File: src/rtl/mem_analog_delay.sv
// Fixed-point circular delay line: samples are realigned/saturated on entry,
// written on cke, and read back combinationally at a clamped tap.
module mem_analog_delay #(
  parameter int  DEPTH        = 8,
  parameter real init         = 0.0,
  parameter int  in_width     = 16,
  parameter int  in_exponent  = -12,
  parameter int  out_width    = 16,
  parameter int  out_exponent = -12,
  localparam int TW           = (DEPTH > 1) ? $clog2(DEPTH) : 1,
  localparam int CW           = $clog2(DEPTH + 1)
) (
  input  logic                        clk,
  input  logic                        rst,
  input  logic                        cke,
  input  logic                        flush,
  input  logic signed [in_width-1:0]  in,
  input  logic        [TW-1:0]        tap,
  output logic signed [out_width-1:0] out,
  output logic                        out_valid,
  output logic        [CW-1:0]        count
);

  // Reset/flush value, resolved at elaboration: floor then saturate.
  localparam real init_scaled = $floor(init * (2.0 ** (-out_exponent)));
  localparam real out_max_r   = (2.0 ** (out_width - 1)) - 1.0;
  localparam real out_min_r   = -(2.0 ** (out_width - 1));
  localparam real init_sat    = (init_scaled > out_max_r) ? out_max_r :
                                (init_scaled < out_min_r) ? out_min_r : init_scaled;
  localparam logic signed [out_width-1:0] init_aligned = out_width'($rtoi(init_sat));

  localparam int lsh   = (in_exponent > out_exponent) ? (in_exponent - out_exponent) : 0;
  localparam int rsh   = (in_exponent < out_exponent) ? (out_exponent - in_exponent) : 0;
  localparam int ext_w = (((in_width + lsh) > out_width) ? (in_width + lsh) : out_width) + 1;

  localparam logic signed [ext_w-1:0] sat_max =
    {{(ext_w - out_width + 1){1'b0}}, {(out_width - 1){1'b1}}};
  localparam logic signed [ext_w-1:0] sat_min =
    {{(ext_w - out_width + 1){1'b1}}, {(out_width - 1){1'b0}}};

  localparam logic [TW:0]   depth_w = (TW + 1)'(DEPTH);
  localparam logic [TW-1:0] last_w  = TW'(DEPTH - 1);

  logic signed [ext_w-1:0]     in_ext;
  logic signed [ext_w-1:0]     in_shift;
  logic signed [out_width-1:0] in_aligned;

  logic signed [out_width-1:0] mem_q [DEPTH];
  logic signed [out_width-1:0] mem_d [DEPTH];
  logic        [TW-1:0]        wptr_q, wptr_d;
  logic        [CW-1:0]        count_q, count_d;

  logic [TW-1:0] tap_c;
  logic [TW:0]   idx_sum;
  logic [TW:0]   idx_mod;
  logic [TW-1:0] rd_idx;

  // Widened so the shift cannot lose sign or magnitude before saturation.
  always_comb begin
    in_ext   = {{(ext_w - in_width){in[in_width-1]}}, in};
    in_shift = (in_ext <<< lsh) >>> rsh;
    if (in_shift > sat_max) begin
      in_aligned = sat_max[out_width-1:0];
    end else if (in_shift < sat_min) begin
      in_aligned = sat_min[out_width-1:0];
    end else begin
      in_aligned = in_shift[out_width-1:0];
    end
  end

  always_comb begin
    mem_d   = mem_q;
    wptr_d  = wptr_q;
    count_d = count_q;
    if (flush) begin
      for (int i = 0; i < DEPTH; i++) begin
        mem_d[i] = init_aligned;
      end
      wptr_d  = '0;
      count_d = '0;
    end else if (cke) begin
      mem_d[wptr_q] = in_aligned;
      wptr_d        = (wptr_q == last_w) ? '0 : wptr_q + 1'b1;
      count_d       = (count_q == CW'(DEPTH)) ? count_q : count_q + 1'b1;
    end
  end

  always_ff @(posedge clk or negedge rst) begin
    if (!rst) begin
      for (int i = 0; i < DEPTH; i++) begin
        mem_q[i] <= init_aligned;
      end
      wptr_q  <= '0;
      count_q <= '0;
    end else begin
      mem_q   <= mem_d;
      wptr_q  <= wptr_d;
      count_q <= count_d;
    end
  end

  // wptr points at the next free slot, so the newest sample sits at wptr-1.
  always_comb begin
    tap_c     = (tap > last_w) ? last_w : tap;
    idx_sum   = {1'b0, wptr_q} + depth_w - {1'b0, tap_c} - (TW + 1)'(1);
    idx_mod   = (idx_sum >= depth_w) ? idx_sum - depth_w : idx_sum;
    rd_idx    = idx_mod[TW-1:0];
    out_valid = 32'(count_q) > 32'(tap_c);
    out       = out_valid ? mem_q[rd_idx] : init_aligned;
  end

  assign count = count_q;

endmodule

File: config.mk
export PLATFORM = sky130hd
export DESIGN_NAME = mem_analog_delay
export DESIGN_NICKNAME = d
export VERILOG_FILES = /design/src/rtl/mem_analog_delay.sv
export SDC_FILE = /design/constraint.sdc
export NUM_CORES = 1
export LEC_CHECK = 0
export CAP_MARGIN = 0
export CORE_ASPECT_RATIO = 0.7
export CORE_MARGIN = 2
export CORE_UTILIZATION = 35
export CTS_CLUSTER_SIZE = 28
export DETAILED_ROUTE_END_ITERATION = 12
export DONT_BUFFER_PORTS = 1
export PLACE_DENSITY = 0.48
export SETUP_SLACK_MARGIN = 0.3
export SLEW_MARGIN = 0
export SYNTH_ARGS = -nofsm -noshare
export SYNTH_HDL_FRONTEND = slang
export SYNTH_SLANG_ARGS = --single-unit
export TNS_END_PERCENT = 1
File: constraint.sdc
create_clock -name clk -period 3.8 [get_ports clk]
set_clock_uncertainty 0.2 [all_clocks]
set_input_delay 0.76 -clock clk [delete_from_list [all_inputs] [get_ports clk]]
set_output_delay 0.76 -clock clk [all_outputs]
set_load 0.02 [all_outputs]
==> results_slide.txt <==
Flow Results at a Glance

Status
  – Run status: finished, violations left
  – Failing checks: negative hold slack

Cells and area
  – Cell area after layout: 7570 µm²
  – Fillers: 1814
  – Area Overhead vs Synth: 12.6%
  – Fin util: 40.1%
  – Diode count: 0
  – Register area: 3380 µm²
  – Comb area: 3050 µm²
  – Layout cells sized above 1: 14.3%
  – Most frequently placed logic cells in the final layout: nand2_1, a21oi_1, dfrtp_1
  – # nets final: 727
  – Commonest Layout Cell: nand2_1

Flow run
  – Tool Warnings: 36
  – Max-cap viol count: 0

Global routing
  – Initial antenna violation count: 0
  – GR met1 Demand/Resource: 28.8%
  – Met2 layer usage reported by global route: 33.0%
  – Most used routing layer: met2
  – GRT met3 Usage: 4.12%
  – Remaining Overflow, GRT: 0
  – Vias in the first global route: 5020
  – Largest net degree at the start of global routing: 136
  – Global-route wire length before repair: 31000 µm

Setup path
  – CP endpoint kind: output pin
  – Crit path largest cell delay: 0.61 ns
  – CP Max Fanout: 16
  – CP required: 2.84 ns
  – CP Data Arrival Time: 2.62 ns
  – FF-to-FF setup slack: 1.47 ns
  – CP cell instances: ha_2 -> fa_2 -> buf_12 -> mux4_2 -> mux2i_1 -> a21oi_1 -> buf_4
  – Highest-delay cell along the critical path: fa_2
  – Setup crit start kind: flop
  – Setup CP Type: flop to output pin

Synth
  – Seq share, synth: 50.3%
  – Syn avg cell area: 9.46 µm²
  – YS chip area: 6720 µm²
  – Post-Syn Nets: 743
  – Top area contributor share: 50.3%
  – Post-synthesis cell count: 711
  – Synth Register Bits: 135
  – Netlist cell types: 31
  – Top cells by area: dfrtp_1, nand2_1, a21oi_1
  – Cell Area, Synth: 6720 µm²
  – Yosys cell count: 711
  – Yosys warns: 0
  – Yosys top cell by area: dfrtp_1

Clock tree
  – Total CTS buffers: 17
  – CTS sink cnt: 135
  – Worst-path clk slew: 0.06 ns
  – Htree depth: 4
  – Root Buffer: clkbuf_16
  – Clk ins delay skew pair: 0.42 ns
  – Max Buffers Root-to-Sink: 2
  – TritonCTS clock tree: yes

Power
  – Max VDD drop: 0.257 mV
  – PD cells: 454 nW/µm²
  – Total leakage power: 0.00311 µW

Die
  – Vert. Die Dim: 120 µm
  – Die area: 20400 µm²
  – Pre-Place Util: 35.6%
  – Cell Rows: 42
  – Die W: 170 µm
  – IO Pins: 44
  – Core area: 18900 µm²

Final timing
  – Hold_ws: -0.164 ns
  – Hold Vio Cnt, Final: 135
  – TNS Setup: 0 ns
  – Crit path time final: 3.58 ns
  – Fmax: 280 MHz
  – Tcrit/Tclk final: 94.1%
  – Slew margin rel.: 26.7%
  – Least-Margin Pin Slew: 1.10 ns
  – RSZ-0062 raised after global routing: yes
  – Final setup viols: 0
  – Fin. max-slew vios: 0

Placed design
  – Routability cong.: 0.772
  – Area post-placement: 6950 µm²
  – Count of input and output buffers: 0
  – Post-DP HPWL: 11500 µm

Worst hold path
  – Tightest Hold Check Type: input pin to async pin

Routing
  – DRC viols: 0
  – Initial DRC count: 417
  – TritonRoute pass-1 iters: 5
  – Antenna-violating nets left: 0
  – DR vias/cell: 5.38
[worst max-delay path: cells and delay by family (launching register included)]
| kind | cells | cell delay, ns |
|---|---|---|
| adders and majority gates | 2 | 0.79 |
| AOI/OAI and AO/OA | 1 | 0.06 |
| buffers and inverters | 2 | 0.37 |
| DFF | 1 | 0.39 |
| muxes | 2 | 0.57 |
[layout make-up]
type,instances,area share (%)
multi-input cells,509,40.3
well taps,242,4.00
clock inverters,11,1.77
repair buffers,26,3.31
inverters,6,0.298
flip-flops and latches,135,44.6
clock buffers,19,5.72
[routing by layer]
metal	share of wire [%]	wire (µm)
met5	0	0
met4	1.2	246
met3	4.4	877
met2	48	9560
met1	46	9240
[what timing repair did]
| item | in CTS | in global routing |
|---|---|---|
| setup buffers | 2 | 0 |
| gates cloned | 0 | 1 |
| pin swaps | 1 | 0 |
| hold endpoints to repair | 135 | 135 |
| gates resized | 0 | 1 |
| endpoints found under the setup margin | 16 | 16 |
[where the power goes]
group          switching, µW  internal [µW]  total [µW]  leakage, µW
clock                    608           1020        1620     0.000286
sequential              21.8           1470        1490      0.00187
combinational            187            140         327     0.000954
total                    817           2620        3440      0.00311
[stage by stage]
step	power [µW]	worst slack, ns	cells
3_3_place_gp	1820	0.160	915
5_1_grt	3560	0.144	948
3_5_place_dp	1820	0.0912	915
6_report	3440	0.223	948
4_1_cts	3450	0.190	947
2_1_floorplan	1770	0.298	711
[synth_stat cells]
master    count
nand2_1     264
a21oi_1     145
dfrtp_1     135
mux4_2       32
buf_2        29
mux2i_1      20
clkbuf_1     18
nor2_1        9
ha_1          8
clkbuf_2      6
nor2_2        6
inv_1         5
nand3_1       5
buf_1         4
nor2b_1       3
buf_4         2
buf_6         2
nand2b_1      2
nand4_1       2
nor3_2        2
xnor2_1       2
and2b_2       1
clkinv_1      1
fa_1          1
nand2b_4      1
nor3b_1       1
o21a_1        1
o21ai_0       1
o21ai_1       1
xnor2_2       1
xnor2_4       1
[kinds of logic (layout without fill, tap and decap cells)]
family,count (synthesis),count (layout),share of synthesized area [%]
xor gates and xnor gates,4,4,0.912
adders and majority gates,9,9,1.79
muxes,52,52,13.7
DFF,135,135,50.3
AOI/OAI and AO/OA,148,148,11.1
and+or+nand+nor,296,296,17.6
buffers and inverters,67,62,4.73
[sequential cells by signal, summed over array words and instances (netlist names)]
| register | flops |
|---|---|
| wptr_q | 3 |
| mem_q | 128 |
| count | 4 |
[worst paths after layout]
check                      startpoint         to  depth (start not counted)
setup / recovery            wptr_q[0]    out[11]                          7
hold / removal                    rst  mem_q[19]                          0
setup reg to reg            wptr_q[2]  mem_q[74]                          4
hold reg to reg             mem_q[31]  mem_q[31]                          2
max in group asynchronous         rst  mem_q[45]                          0
min in group clk                flush  mem_q[41]                          1
==> images/port_trees.png <==
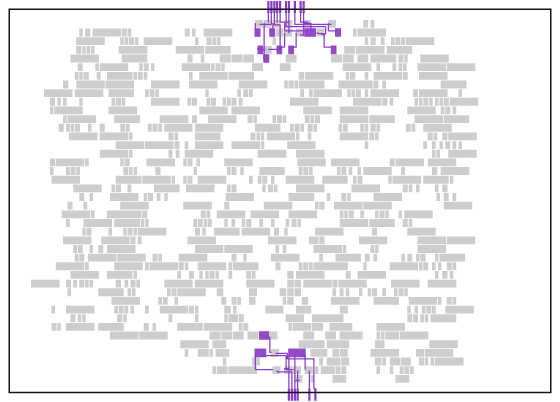
| port | colour | bits | direction | end cells | buffers | wire |
|---|---|---|---|---|---|---|
| out | purple | 16 | output | 16 | 16 | 266 µm |

==> images/layers.png <==
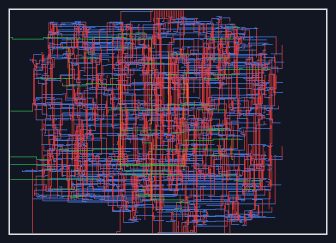
| layer | colour | wire length |
|---|---|---|
| M4 | orange | 247 µm |
| M2 | red | 9560 µm |
| M1 | blue | 9240 µm |
| M3 | green | 878 µm |
overall routed net length: 19900 µm
via count: 5101
Wirelength per Cell: 21.0 µm
total track usage: 20.6%

Power figures rest on the tool's default switching activity, not on a simulated workload.
